<file path="config.mk">
export PLATFORM = sky130hd
export DESIGN_NAME = regfile_decode
export DESIGN_NICKNAME = d
export VERILOG_FILES = /design/src/rtl/regfile_decode.sv
export SDC_FILE = /design/constraint.sdc
export NUM_CORES = 2
export LEC_CHECK = 0
export CORE_MARGIN = 10
export CORE_UTILIZATION = 37
export CTS_BUF_LIST = sky130_fd_sc_hd__clkbuf_8
export DETAILED_ROUTE_END_ITERATION = 10
export GPL_ROUTABILITY_DRIVEN = 0
export PLACE_DENSITY = 0.63
export SLEW_MARGIN = 20
export SYNTH_ARGS = -nofsm -noshare
export SYNTH_HDL_FRONTEND = slang
export SYNTH_SLANG_ARGS = --single-unit
</file>
<file path="constraint.sdc">
create_clock -name clk -period 3.8 [get_ports clk]
set_clock_uncertainty 0.2 [all_clocks]
set_input_delay 0.76 -clock clk [delete_from_list [all_inputs] [get_ports clk]]
set_output_delay 0.76 -clock clk [all_outputs]
set_load 0.05 [all_outputs]
</file>
<file path="src/rtl/regfile_decode.sv">
// Decode stage with integrated register file: classifies an instruction, reads
// its operands (with write-back bypass), forms the immediate, and registers the bundle.
module regfile_decode #(
    parameter int XLEN = 32,
    parameter int NREG = 32,
    parameter int AW   = 5
) (
    input  logic            clk,
    input  logic            reset,
    input  logic            in_valid,
    output logic            in_ready,
    input  logic [31:0]     ir_i,
    output logic            out_valid,
    input  logic            out_ready,
    output logic [XLEN-1:0] ra_o,
    output logic [XLEN-1:0] rb_o,
    output logic [XLEN-1:0] imm_o,
    output logic [4:0]      itype_o,
    output logic [AW-1:0]   rd_o,
    input  logic            wb_en_i,
    input  logic [AW-1:0]   wb_addr_i,
    input  logic [XLEN-1:0] wb_data_i
);

    localparam logic [6:0] OP_R = 7'b0110011;
    localparam logic [6:0] OP_I = 7'b0010011;
    localparam logic [6:0] OP_S = 7'b0100011;
    localparam logic [6:0] OP_U = 7'b0110111;

    localparam logic [4:0] IT_R   = 5'b00001;
    localparam logic [4:0] IT_I   = 5'b00010;
    localparam logic [4:0] IT_S   = 5'b00100;
    localparam logic [4:0] IT_U   = 5'b01000;
    localparam logic [4:0] IT_ILL = 5'b10000;

    // Handshake: a transfer happens on any rising edge where valid && ready.
    // Upstream offers ir_i with in_valid; this stage takes it when in_ready.
    // The bundle stays valid and frozen until downstream raises out_ready.

    logic [XLEN-1:0] regs [2**AW];
    logic            wb_hit;
    logic            accept;

    logic [AW-1:0]   rs1, rs2, rd_f;
    logic [XLEN-1:0] rs1_val, rs2_val;
    logic [XLEN-1:0] imm_i, imm_s, imm_u;
    logic            bad_rs1, bad_rs2, bad_rd;

    logic [XLEN-1:0] ra_n, rb_n, imm_n;
    logic [4:0]      itype_n;
    logic [AW-1:0]   rd_n;

    assign rs1  = ir_i[19:15];
    assign rs2  = ir_i[24:20];
    assign rd_f = ir_i[11:7];

    assign wb_hit = wb_en_i && (wb_addr_i != '0) && (int'(wb_addr_i) < NREG);

    assign in_ready = reset || !out_valid || out_ready;
    assign accept   = in_valid && in_ready;

    // Entries at or above NREG are never written, so they stay constant zero.
    always_ff @(posedge clk) begin
        if (reset) begin
            for (int i = 0; i < 2**AW; i++) regs[AW'(i)] <= '0;
        end else if (wb_hit) begin
            regs[wb_addr_i] <= wb_data_i;
        end
    end

    always_comb begin
        rs1_val = '0;
        rs2_val = '0;
        if (rs1 != '0) rs1_val = (wb_hit && wb_addr_i == rs1) ? wb_data_i : regs[rs1];
        if (rs2 != '0) rs2_val = (wb_hit && wb_addr_i == rs2) ? wb_data_i : regs[rs2];
    end

    assign imm_i = {{(XLEN-12){ir_i[31]}}, ir_i[31:20]};
    assign imm_s = {{(XLEN-12){ir_i[31]}}, ir_i[31:25], ir_i[11:7]};
    assign imm_u = {{(XLEN-31){ir_i[31]}}, ir_i[30:12], 12'b0};

    assign bad_rs1 = int'(rs1)  >= NREG;
    assign bad_rs2 = int'(rs2)  >= NREG;
    assign bad_rd  = int'(rd_f) >= NREG;

    // Only the indices an instruction class actually uses can make it illegal.
    always_comb begin
        itype_n = IT_ILL;
        ra_n    = '0;
        rb_n    = '0;
        imm_n   = '0;
        rd_n    = '0;
        unique case (ir_i[6:0])
            OP_R: if (!(bad_rs1 || bad_rs2 || bad_rd)) begin
                itype_n = IT_R;
                ra_n    = rs1_val;
                rb_n    = rs2_val;
                rd_n    = rd_f;
            end
            OP_I: if (!(bad_rs1 || bad_rd)) begin
                itype_n = IT_I;
                ra_n    = rs1_val;
                rb_n    = imm_i;
                imm_n   = imm_i;
                rd_n    = rd_f;
            end
            OP_S: if (!(bad_rs1 || bad_rs2)) begin
                itype_n = IT_S;
                ra_n    = rs1_val;
                rb_n    = rs2_val;
                imm_n   = imm_s;
            end
            OP_U: if (!bad_rd) begin
                itype_n = IT_U;
                rb_n    = imm_u;
                imm_n   = imm_u;
                rd_n    = rd_f;
            end
            default: ;
        endcase
    end

    // Payload loads only on accept, so a stalled bundle ignores later write-backs.
    always_ff @(posedge clk) begin
        if (reset) begin
            out_valid <= 1'b0;
            ra_o      <= '0;
            rb_o      <= '0;
            imm_o     <= '0;
            itype_o   <= '0;
            rd_o      <= '0;
        end else if (accept) begin
            out_valid <= 1'b1;
            ra_o      <= ra_n;
            rb_o      <= rb_n;
            imm_o     <= imm_n;
            itype_o   <= itype_n;
            rd_o      <= rd_n;
        end else if (out_ready) begin
            out_valid <= 1'b0;
        end
    end

endmodule

</file>
### Wiring by layer

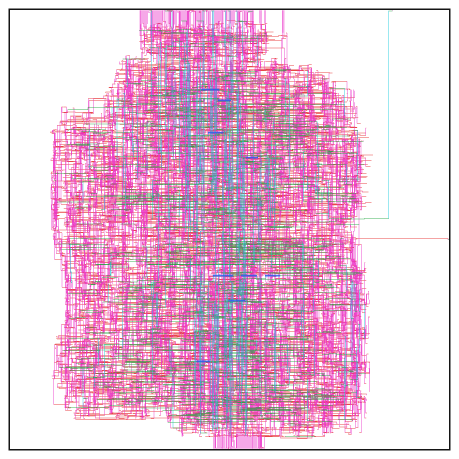
Blue stands for metal 5, wire length 120 µm. Magenta stands for metal 2, wire length 98.3 mm. Red stands for metal 1, wire length 78.4 mm. Cyan stands for metal 4, wire length 12400 µm. Green stands for metal 3, wire length 23.0 mm.

### Clock distribution

The bar under the picture is 100 µm long.
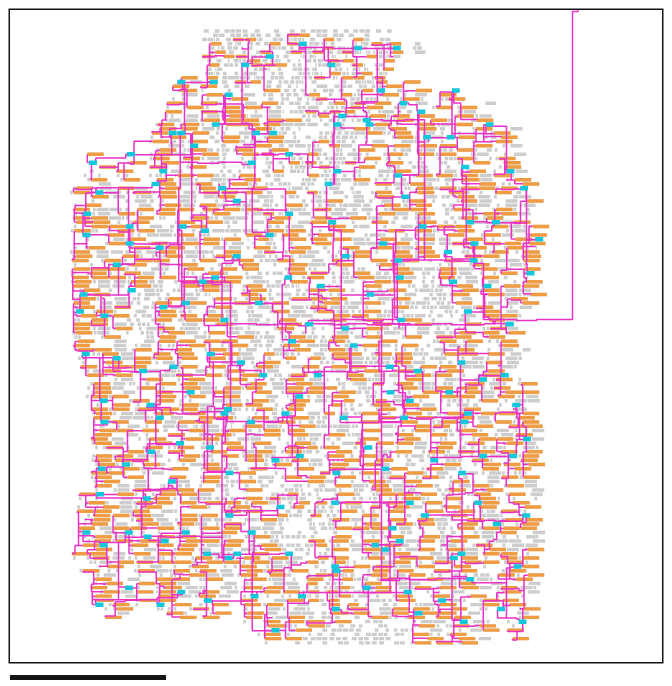
Orange stands for flip-flops, count 1131. Cyan stands for clock drivers, count 183. Magenta stands for clock wires, length 15500 µm.
There are 184 routed clock nets.
clock-net power: 0.00997 W
clk ins delay skew pair: 0.94 ns
part of the power in the clock network: 0.356

### Cells coloured by class

Fill, decap, tap and diode cells in grey.
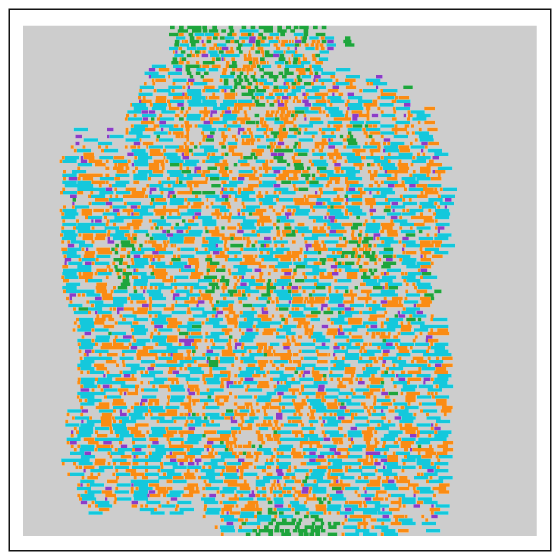
Green stands for remaining buffers and delay cells, cells 463, share of their area 7.6%. Orange stands for combinational and other logic, cells 2433, share of their area 37%. Cyan stands for sequential cells, cells 1131, share of their area 51%. Purple stands for clock drivers and dummy loads, cells 335, share of their area 5.1%.
sequential share of cell area: 0.487
# rows: 145

==> metrics.cfg <==
[critical_path]
path_delay_family = buffers and inverters
max_stage_delay_ns = 0.75
critPathArrivalTime_ns = 2.75
timing.rr.start = regs[12][2]
cp_max_fo = 19
crit_path_cell_trace = dlygate4sd3_1 -> buf_6 -> or3b_1 -> clkdlybuf4s50_1
start_kind = primary input
reg2reg_setup_slack_ns = 1.13
path_class = in2out
r2r-end = rb_o[2]
cpMaxStageDelayCell = clkdlybuf4s50_1
path_buffers = 3
ff2ff_path_depth = 5
worstPathRequired_ns = 2.84
cp_num_cells = 4
cp-startpoint = reset

[layout]
fin_nets = 4286
drive_above_1_share = 0.246
fin_cells = 6431
postLayoutCoreUtil = 0.432
largest_register_ffs = 1024
mostFrequentLayoutCell = edfxtp_1
syn_to_final_growth_pct = 15.7
final_cell_area_um2 = 67600
largest-register = regs

[worst_hold_path]
hold-path-endpoint = imm_o[24]
hp-class = in2reg
hold_start = ir_i[24]
hold_depth = 3

[drt]
num_vias = 40100
top_layer = met5
drt-wirelength-per-cell_um = 33.0
drt-met1-wl_mm = 78.4
drt_wl_total_mm = 212
final_antenna_net_count = 0
drtPass1Iterations = 5
drt_iter0_drc = 6204
via_per_inst = 6.24

[power]
comb_power_share = 0.125
leakage_nw = 23.3
irDropWorstVdd_v = 0.000364
power_w = 0.0280
p_sw_frac = 0.268
intPower_w = 0.0205
power_frac_seq = 0.519
switchingPower_w = 0.00749
powerDensity_nw_per_um2 = 414

[yosys]
synthXorXnorAreaFrac = 0.00165
synth_area_um2 = 58400
muxShareOfSynthArea = 0.195
ys_types = 59
synth_area_per_cell_um2 = 14.7
yosys_cells = 3988
syn_inst = 3988
simple_gate_share = 0.131
ff_type = edfxtp_1
synth_area_leader_cell = edfxtp_1
common_cells = edfxtp_1 (1024), and2_1 (996), mux4_2 (448), clkbuf_1 (320), o22ai_1 (160)
post-synth-top-area-fraction = 0.526
ys_seq_frac = 0.563
aoi_share = 0.0728
numSynthFlops = 1131
yosys.area_share.adder = 0
area_leaders = edfxtp_1 (53%), mux4_2 (17%), and2_1 (11%), dfxtp_1 (3.7%), mux2i_1 (2.2%)

[final_timing]
period_needed_ns = 3.71
relSlewSlack = 0.252
fmax_mhz = 269
hold_viol = 0
hold_ws_ns = 0.180
worst_slew_pin_slew_ns = 1.12
final.setup.worst_slack_ns = 0.0853
rsz0062_at_grt = no

[floorplan]
fp.dieH_um = 417
die_w_um = 417
fp-utilization = 0.373
dieArea_um2 = 174000
core_um2 = 157000

[place]
placed_area_um2 = 64200
dp_cells = 6084
place_ws_ns = 0.222
port_buffers = 181
place_hpwl_mm = 138

[clocking]
clk_path_buf_depth = 3
root_buffer = clkbuf_8
cts.sinks = 1131
cts_buffers = 183
htreeDepth = 4
postCtsSetupBuffers = 0
holdBufCountCts = 1
clk_pin_slew_ns = 0.05

[status]
outcome = finished, final reports clean

[global_route]
grt_first_pass_wirelength_mm = 302
grt_use_met3 = 0.0515
use_met2 = 0.373
use_met1 = 0.310
grt_remaining_overflow = 0
antenna_found_initial = 24
busiest_layer = met2

[run]
cap_viol_max_count = 0
warning_count = 29

## power groups by stage
stage	combinational, W	sequential (W)	clock [W]
6_report	0.00349	0.0145	0.00997
5_1_grt	0.00357	0.0146	0.0106
4_1_cts	0.00343	0.0145	0.0101
3_5_place_dp	0.00342	0.0148	0
3_3_place_gp	0.00341	0.0147	0
2_1_floorplan	0.00194	0.0147	0
## final cells by class
class,count,area (µm²)
clock buffer,198,2730
tap,2058,2570
fill,13800,89000
inverter,2,7.51
timing repair buffer,463,4960
sequential,1131,32900
antenna,11,27.5
clock inverter,137,611
multi-input combinational,2431,23800
## tightest hold or removal path, delay by kind of cell
kind / cells / cell delay, ns
buffers and inverters: 1 / 0.18
AOI/OAI and AO/OA: 1 / 0.22
and+or+nand+nor: 1 / 0.07
Power figures rest on the tool's default switching activity, not on a simulated workload.
